File: config.mk
export PLATFORM = sky130hd
export DESIGN_NAME = collision_scorer
export DESIGN_NICKNAME = d
export VERILOG_FILES = /design/src/rtl/collision_scorer.sv
export SDC_FILE = /design/constraint.sdc
export NUM_CORES = 1
export LEC_CHECK = 0
export ABC_CLOCK_PERIOD_IN_PS = 1830
export CAP_MARGIN = 0
export CORE_UTILIZATION = 38
export DETAILED_ROUTE_END_ITERATION = 8
export MAX_ROUTING_LAYER = met4
export PLACE_DENSITY = 0.63
export RECOVER_POWER = 25
export SLEW_MARGIN = 20
export SYNTH_ARGS = -nofsm -noshare
export SYNTH_HDL_FRONTEND = slang
export SYNTH_SLANG_ARGS = --single-unit
File: constraint.sdc
create_clock -name clk -period 1.83 [get_ports clk]
set_input_delay 0.183 -clock clk [delete_from_list [all_inputs] [get_ports clk]]
set_output_delay 0.183 -clock clk [all_outputs]
set_load 0.01 [all_outputs]
File: src/rtl/collision_scorer.sv
// collision_scorer: per-frame shot/player vs enemy hit detection, BCD score, lives and scene sequencing.
module collision_scorer #(
  parameter int SCREEN_W   = 320,
  parameter int ENEMY_W    = 16,
  parameter int ENEMY_H    = 16,
  parameter int SHOT_W     = 4,
  parameter int SHOT_H     = 8,
  parameter int PLAYER_W   = 16,
  parameter int PLAYER_H   = 16,
  parameter int LIVES_INIT = 3
) (
  input  logic        clk,
  input  logic        rst_n,
  input  logic        frame_tick,
  input  logic        start,
  input  logic [8:0]  enemy_x,
  input  logic [8:0]  enemy_y,
  input  logic        enemy_avoided,
  input  logic [8:0]  shot_x,
  input  logic [8:0]  shot_y,
  input  logic        shot_valid,
  input  logic [8:0]  player_x,
  input  logic [8:0]  player_y,
  output logic        colision,
  output logic        shot_hit,
  output logic [1:0]  scene,
  output logic [15:0] score_bcd,
  output logic [1:0]  lives
);
  typedef enum logic [1:0] {TITLE = 2'd0, PLAY = 2'd1, GAMEOVER = 2'd2} scene_t;
  scene_t st;
  logic start_q, start_rise, active, hit_s, hit_p, c;
  logic [1:0] dec, lives_nxt;
  logic [3:0] d;
  logic [15:0] score_inc;
  // Widened to 10 bits so edge sums near 511 cannot wrap.
  function automatic logic overlap(input logic [9:0] ax, ay, aw, ah, bx, by, bw, bh);
    return (ax < bx + bw) && (bx < ax + aw) && (ay < by + bh) && (by < ay + ah);
  endfunction
  assign scene      = st;
  assign start_rise = start & ~start_q;
  assign active     = {1'b0, enemy_x} < 10'(SCREEN_W);
  assign hit_s      = frame_tick & shot_valid & active &
                      overlap({1'b0, shot_x}, {1'b0, shot_y}, 10'(SHOT_W), 10'(SHOT_H),
                              {1'b0, enemy_x}, {1'b0, enemy_y}, 10'(ENEMY_W), 10'(ENEMY_H));
  assign hit_p      = frame_tick & active & ~hit_s &
                      overlap({1'b0, player_x}, {1'b0, player_y}, 10'(PLAYER_W), 10'(PLAYER_H),
                              {1'b0, enemy_x}, {1'b0, enemy_y}, 10'(ENEMY_W), 10'(ENEMY_H));
  assign dec        = {1'b0, hit_p} + {1'b0, enemy_avoided};
  assign lives_nxt  = lives > dec ? lives - dec : 2'd0;
  always_comb begin
    score_inc = score_bcd;
    c = 1'b1;
    d = 4'd0;
    for (int i = 0; i < 4; i++) begin
      d = score_bcd[4*i +: 4];
      score_inc[4*i +: 4] = c ? (d == 4'd9 ? 4'd0 : d + 4'd1) : d;
      c = c & (d == 4'd9);
    end
    score_inc = score_bcd == 16'h9999 ? score_bcd : score_inc;
  end
  always_ff @(posedge clk or negedge rst_n) begin
    if (!rst_n) begin
      st        <= TITLE;
      score_bcd <= 16'h0000;
      lives     <= 2'(LIVES_INIT);
      colision  <= 1'b0;
      shot_hit  <= 1'b0;
      start_q   <= 1'b0;
    end else begin
      start_q  <= start;
      colision <= 1'b0;
      shot_hit <= 1'b0;
      case (st)
        TITLE: if (start_rise) begin
          st        <= PLAY;
          score_bcd <= 16'h0000;
          lives     <= 2'(LIVES_INIT);
        end
        PLAY: if (lives == 2'd0) st <= GAMEOVER;
        else begin
          colision  <= hit_s | hit_p;
          shot_hit  <= hit_s;
          score_bcd <= hit_s ? score_inc : score_bcd;
          lives     <= lives_nxt;
        end
        GAMEOVER: if (start_rise) st <= TITLE;
        default: st <= TITLE;
      endcase
    end
  end
endmodule

Figure 1. Met1 routing (run 1).
Scale bar: 20 µm. Supply wires on this layer in gray.
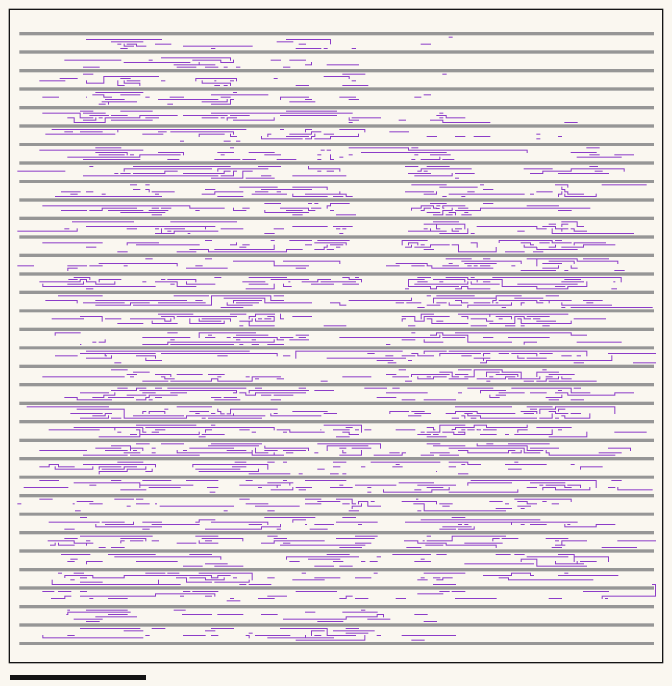
nets with wire on the layer: 627
main direction: horizontal
routed wire length: 10,200 µm
GR Layer Usage met1: 28.2%

Figure 2. M2 wires (run 1).
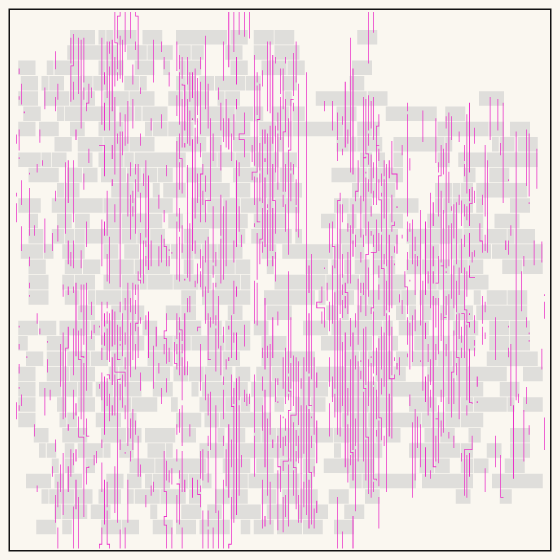
share of all routed wire: 50%
nets with wire on the layer: 630
main direction: vertical

Figure 3. The metal 3 layer (run 1).
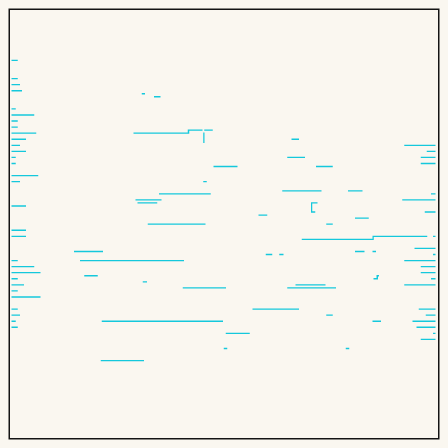
wire length on this layer: 376 µm
longest straight run: 26.9 µm
main direction: horizontal
met3 GRT Util: 2.45%
Vias: 3,699

==> ci_impl_report.md, run 1 <==
## Implementation flow summary

| Metric | Value |
|---|---|
| Final critical-path required period | 2940 ps |
| Worst rel slew slack | 35.6% |
| Setup slack, reg-to-reg | -120 ps |
| CP arrival | 3150 ps |
| Via/cell ratio | 5.39 |
| Final number of max-transition violations | 0 |
| Endpoints failing setup | 20 |
| Starting Density | 40.0% |
| Avg Synthesized Cell Area | 8.43 µm² |
| CP peak stage delay | 400 ps |
| Layout area overhead | 65.1% |
| GR peak layer | met2 |
| Failing checks | negative setup slack |
| Area fraction in compound gates after synthesis | 18.9% |
| Startpoint Class | input pin |
| FP Rows | 33 |
| WL met1 | 4490 µm |
| Post-CTS Setup Bufs | 12 |
| Hold_buf cts | 0 |
| Diode count | 0 |
| Drt wl/cell | 14.8 µm |
| Cell Chain, Critical Path | dlygate4sd2_1 -> ha_2 -> xnor2_1 -> ha_1 -> o22a_1 -> nand4_1 -> o211ai_1 -> o211ai_1 -> nand4_1 -> nor2b_4 -> ha_4 -> ha_4 -> fa_2 -> a211o_1 -> a31oi_1 |
| Final GP Congestion | 0.848 |
| Synthesized instance count | 398 |
| FA/HA/MAJ Cells, Area Fraction | 30.1% |
| Clock network power share | 11.4% |
| Comb pwr | 1.99 mW |
| Port bufs | 81 |
| Cell Type Count | 56 |
| Fmax | 340 MHz |
| Clock buffer count from CTS | 3 |
| Worst Tran Pin Value | 967 ps |
| CTS Root Cell | clkbuf_8 |
| Hold crit path type | input pin to asynchronous set/reset pin |
| First-pass GRT wire length | 17,000 µm |
| Pin count of the biggest net entering global routing | 19 |
| WS Path Type | input pin to register |
| Final worst slack | -1110 ps |
| Die Span Y | 96.0 µm |
| Ports | 82 |
| Max-cap violation count | 0 |
| Sequential Power | 0.696 mW |
| Met2 Use GR | 42.2% |
| DIE WIDTH | 96.0 µm |
| Finished Layout Cells | 686 |
| Yosys Instances | 398 |
| Congestion Overflow GR | 0 |
| Outcome | finished with violations |
| Total power | 3.03 mW |
==> run 1: cell usage after synthesis, types with 7 or more instances <==
cell type	instances	share of area [%]
a21oi_1	14	2.1
dfrtp_1	21	16
ha_1	79	29
inv_1	35	3.9
nand2_1	28	3.1
nand2b_1	7	1.3
nand3_1	24	3.6
nor2_1	18	2.0
nor2b_1	7	1.3
nor3_1	7	1.0
o211ai_1	12	2.7
o21ai_0	21	3.1
or3_1	8	1.5
xnor2_1	7	1.8
xor2_1	14	3.7
==> run 1: metrics by stage <==
stage / setup WS, ps / setup TNS, ps
floorplan: -1350 / -7670
global placement: -1790 / -22600
detailed placement: -1930 / -24580
CTS: -1170 / -10280
global route: -1270 / -12010
finish: -1110 / -10170
==> run 1: worst paths after layout <==
kind | from | to | depth (start not counted)
setup / recovery | player_y[5] | lives[1]$_DFFE_PN1P_ | 15
hold / removal | rst_n | start_q$_DFF_PN0_ | 1
setup reg to reg | score_bcd[9]$_DFFE_PN0P_ | score_bcd[0]$_DFFE_PN0P_ | 10
hold reg to reg | lives[0]$_DFFE_PN1P_ | lives[0]$_DFFE_PN1P_ | 1
max in group asynchronous | rst_n | score_bcd[14]$_DFFE_PN0P_ | 2
min in group clk | start | start_q$_DFF_PN0_ | 1
==> run 1: cell type report <==
type	count	area [µm²]	share of cell area, %
clock buffer	3	41.3	0.746
clock inverter	1	5.00	0.0904
inverter	35	131	2.37
multi-input combinational	334	3040	54.9
sequential	23	578	10.4
tap	105	131	2.37
timing repair buffer	185	1610	29.1
==> run 1: logic make-up after synthesis <==
kind of cell | after synthesis
buffers and inverters | 41
and+or+nand+nor | 134
DFF | 23
muxes | 6
xor gates and xnor gates | 21
adders and majority gates | 80
AOI/OAI and AO/OA | 93
Figure 4. Track usage over the die (run 1).
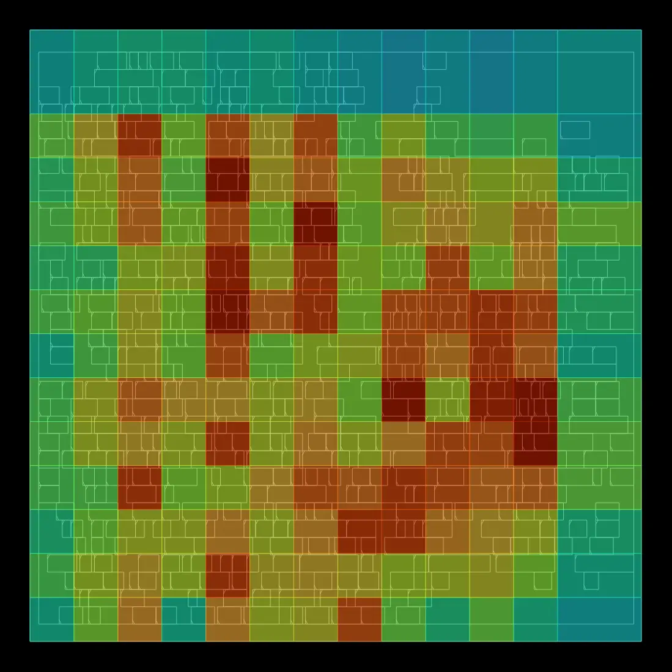

==> run 2, diff against run 1 <==
CORE_UTILIZATION = 45   (was 38)
PLACE_DENSITY = 0.73   (was 0.63)
SLEW_MARGIN = 5   (was 20)
Figure 5. Track usage over the die (run 2).
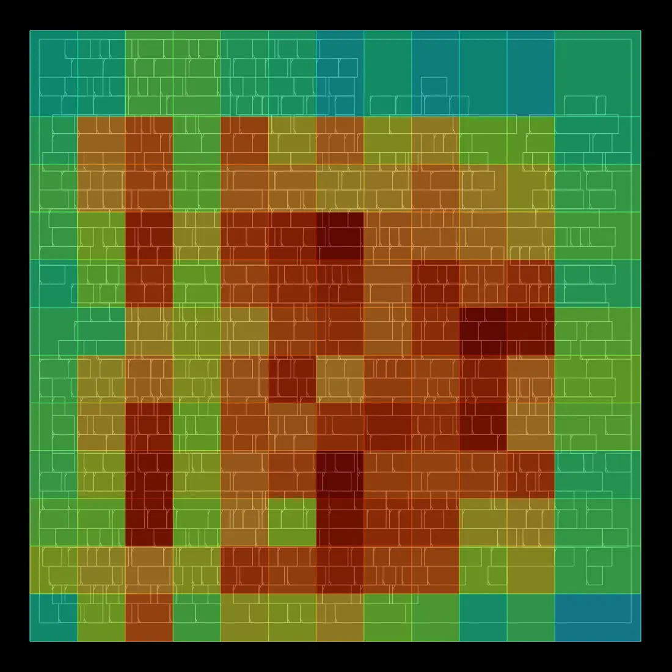
final core utilization: 77.1%
met2 Use GR: 51.7%
met3 GRT Util: 3.17%
GR peak layer: met2
GRT Total Usage: 29.5%

Figure 6. M4 wires (run 2).
Scale bar: 20 µm. Supply wires on this layer in gray.
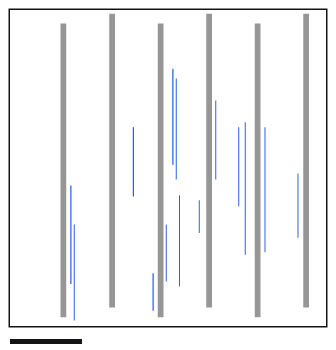
longest straight run: 36.7 µm
main direction: vertical
nets with wire on the layer: 14
wire length on this layer: 320 µm

==> ci_impl_report.md, run 2 <==
## Implementation flow summary

| Metric | Value |
|---|---|
| Starting Density | 46.5% |
| Avg Synthesized Cell Area | 8.43 µm² |
| Endpoints failing setup | 20 |
| Drt wl/cell | 16.1 µm |
| CTS Root Cell | clkbuf_8 |
| Hold crit path type | input pin to register |
| Worst-case reg-to-reg path depth | 9 |
| Final worst slack | -1140 ps |
| Via/cell ratio | 5.63 |
| Clock buffer count from CTS | 3 |
| Outcome | finished with violations |
| Failing checks | negative setup slack |
| Count leader, synth | ha_1 |
| Worst hold path startpoint | start |
| Diode count | 0 |
| Vias | 3,834 |
| Synthesized instance count | 398 |
| Post-CTS Setup Bufs | 10 |
| Hold_buf cts | 0 |
| CP arrival | 3180 ps |
| WS Path Type | input pin to register |
==> run 2: cell count changes in the layout (fill, tap and decap cells not counted), sizes merged <==
cell / previous run / this run
clkdlybuf4s15: 3 / 5
dlymetal6s2s: 0 / 1
clkdlybuf4s50: 40 / 41
clkinv: 1 / 0
clkbuf: 4 / 7
dlygate4sd2: 22 / 17
==> run 2: area by class of cell <==
| class | instances | area [µm²] |
|---|---|---|
| Clock buffer | 4 | 45.0 |
| Inverter | 35 | 131 |
| Multi-Input combinational cell | 334 | 3060 |
| Fill cell | 489 | 1660 |
| Sequential cell | 23 | 578 |
| Tap cell | 99 | 124 |
| Timing Repair Buffer | 186 | 1620 |
==> run 2: per-stage QoR <==
stage | power [mW] | instance area, µm² | TNS, ps | util [%]
after floorplan | 1.56 | 3390 | -7670 | -
after global placement | 2.40 | 4950 | -22260 | 68.7
after detailed placement | 2.46 | 4950 | -23390 | 68.7
after CTS | 2.91 | 5410 | -10480 | 75.0
after global routing | 3.29 | 5560 | -11950 | 77.1
final | 3.07 | 5560 | -10530 | 77.1
==> run 2: worst max-delay path, cell delays in order <==
cell and delay [ps]:
dlygate4sd2_1 250, ha_2 320, inv_2 40, ha_4 220, a21oi_2 150, nor2b_1 70
o21ai_1 130, o211ai_1 110, o211ai_1 160, nand4_1 220, nor2b_4 180, ha_4 210
ha_4 150, fa_2 410, a211o_1 240, a31oi_1 130
==> run 2: layer usage <==
metal | part of all wire (%) | wire, µm | global-route usage, %
met1 | 41 | 4450 | 33.5
met2 | 51 | 5610 | 51.7
met3 | 5.2 | 565 | 3.17
met4 | 2.9 | 319 | 13.9
met5 | 0 | 0 | -
==> run 2: power by group <==
group	internal (mW)	leakage (nW)	switching (mW)
clock	0.157	0.0228	0.184
combinational	1.04	2.22	0.991
sequential	0.610	0.297	0.0835
total	1.81	2.54	1.26
Figure 7. M2 wires (run 2).
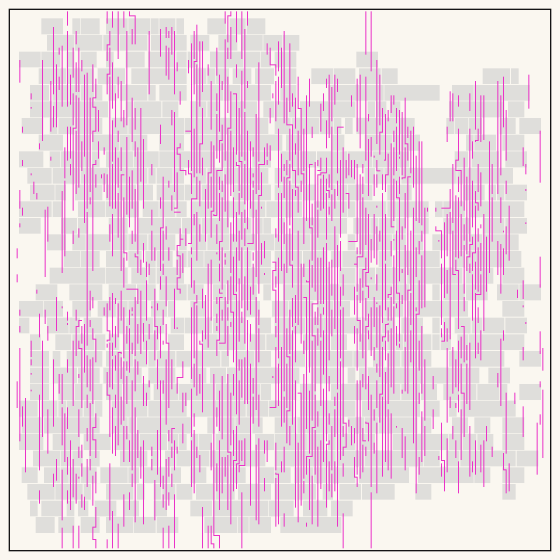

==> run 3, diff against run 2 <==
ABC_CLOCK_PERIOD_IN_PS = 3100   (was 1830)
GPL_TIMING_DRIVEN = 0   (was not set)
MAX_ROUTING_LAYER = not set   (was met4)
PLACE_DENSITY = 0.7   (was 0.73)
clock period = 3.1 ns   (was 1.83 ns; I/O delays follow)
Figure 8. M2 wires (run 3).
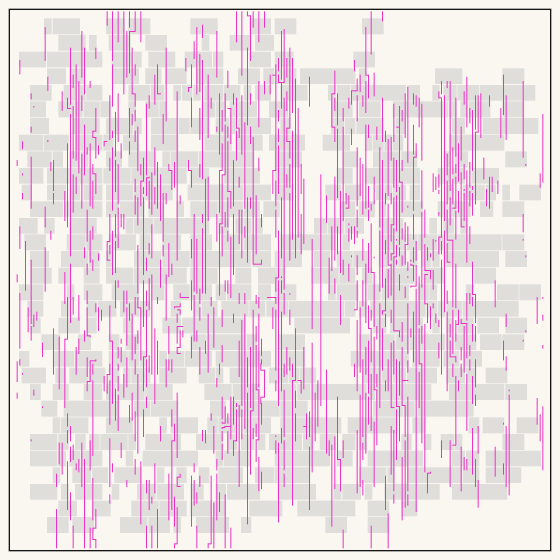
wire length on this layer: 4,180 µm
main direction: vertical
nets with wire on the layer: 530
longest straight run: 37.7 µm
share of all routed wire: 49%
met2 Use GR: 39.3%
routed wire length: 8570 µm
Vias: 3,323

==> ci_impl_report.md, run 3 <==
## Implementation flow summary

| Metric | Value |
|---|---|
| Worst Hold End | lives[1]$_DFFE_PN1P_ |
| First-pass GRT wire length | 14,000 µm |
| Fmax | 313 MHz |
| Ports | 82 |
| Setup TNS | -98.3 ps |
| Number of fill cells in the layout | 640 |
| Starting Density | 46.5% |
| FF-to-FF End | score_bcd[14]$_DFFE_PN0P_ |
| Top cell area share | 29.5% |
| CP arrival | 3390 ps |
| CTS Root Cell | clkbuf_8 |
| Outcome | finished with violations |
| Leading power group | combinational logic |
| Drt wl/cell | 14.5 µm |
| Total power | 1.54 mW |
| Finished Cell Area | 4700 µm² |
| GRT Total Usage | 22.1% |
| Failing checks | negative setup slack |
| CP peak stage delay | 430 ps |
| Flop pwr share | 28.2% |
| Final critical-path required period | 3200 ps |
| Startpoint Class | input pin |
| Worst rel slew slack | 28.4% |
| Max-cap violation count | 0 |
| Cell Type Count | 56 |
| Hold_buf cts | 0 |
| Endpoints failing setup | 1 |
| Area post-placement | 4320 µm² |
| Pin count of the biggest net entering global routing | 24 |
| Largest cells by area | ha_1, dfrtp_1, inv_1, xor2_1, nand3_1 |
| Clock network power share | 12.6% |
| Sequential Power | 0.434 mW |
| Count leader, synth | ha_1 |
| FP Rows | 31 |
| Critical R2R Launch | start_q$_DFF_PN0_ |
| Final worst slack | -98.3 ps |
Figure 9. Placed cells, one color a class (run 3).
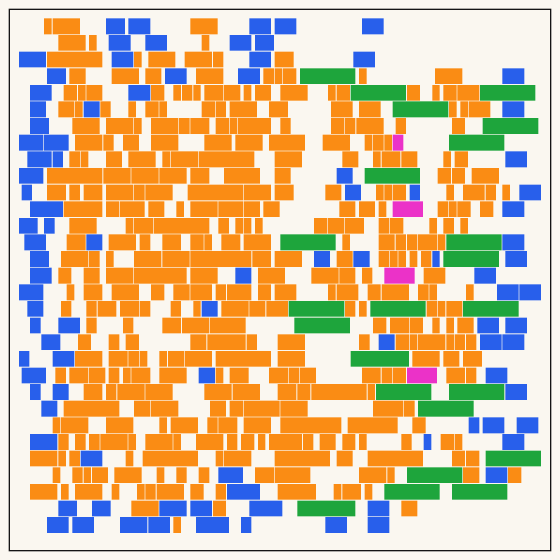
legend:
  orange:
    class: all other logic
    cells: 369
    share_of_their_area: 67%
  magenta:
    class: clock drivers and dummy loads
    cells: 4
    share_of_their_area: 1.0%
  green:
    class: flip-flops
    cells: 23
    share_of_their_area: 13%
  blue:
    class: other buffers and delay cells
    cells: 95
    share_of_their_area: 19%

## run 3: routing by layer
| layer | vias to the layer above | share of wire (%) | GRT usage [%] |
|---|---|---|---|
| met4 | 0 | 1.2 | 5.87 |
| met1 | 1558 | 47 | 29.3 |
| met5 | - | 0 | 0 |
| met3 | 13 | 3.1 | 1.03 |
| met2 | 95 | 49 | 39.3 |
| li1 | 1657 | - | - |
## run 3: cell type report
type / count / area share [%]
buffer: 4 / 0.373
clock inverter: 1 / 0.107
inverter: 35 / 2.80
sequential: 23 / 12.3
multi-input combinational: 334 / 62.4
timing repair buffer: 91 / 18.5
tap: 99 / 2.64
clock buffer: 3 / 0.879
## run 3: cell families after synthesis
kind of cell    synth area share [%]
fa+ha+maj                       30.1
flops                           17.2
simple gates                    21.6
compound gates                  18.9
mux                             1.79
xor+xnor                        5.48
buf+inv                         4.92
## run 3: how the worst max path moves through the flow
| stage | to | slack [ps] | cells past startpoint | from |
|---|---|---|---|---|
| 4_1_cts | lives[1]$_DFFE_PN1P_ | -230 | 15 | player_x[5] |
| 5_1_grt | lives[1]$_DFFE_PN1P_ | -160 | 15 | enemy_y[5] |
| 6_report | lives[1]$_DFFE_PN1P_ | -100 | 14 | player_x[1] |
| 3_5_place_dp | lives[1]$_DFFE_PN1P_ | -1250 | 17 | enemy_y[6] |
| 3_3_place_gp | lives[1]$_DFFE_PN1P_ | -1150 | 18 | shot_y[3] |
| 2_1_floorplan | lives[1]$_DFFE_PN1P_ | -210 | 17 | shot_y[3] |
## run 3: critical path, delay by kind of cell
family / cells / cell delay, ps
buffers and inverters: 1 / 420
and+or+nand+nor: 5 / 550
AOI/OAI and AO/OA: 4 / 970
adders and majority gates: 4 / 1120
Power is estimated from default activity; no workload was simulated.
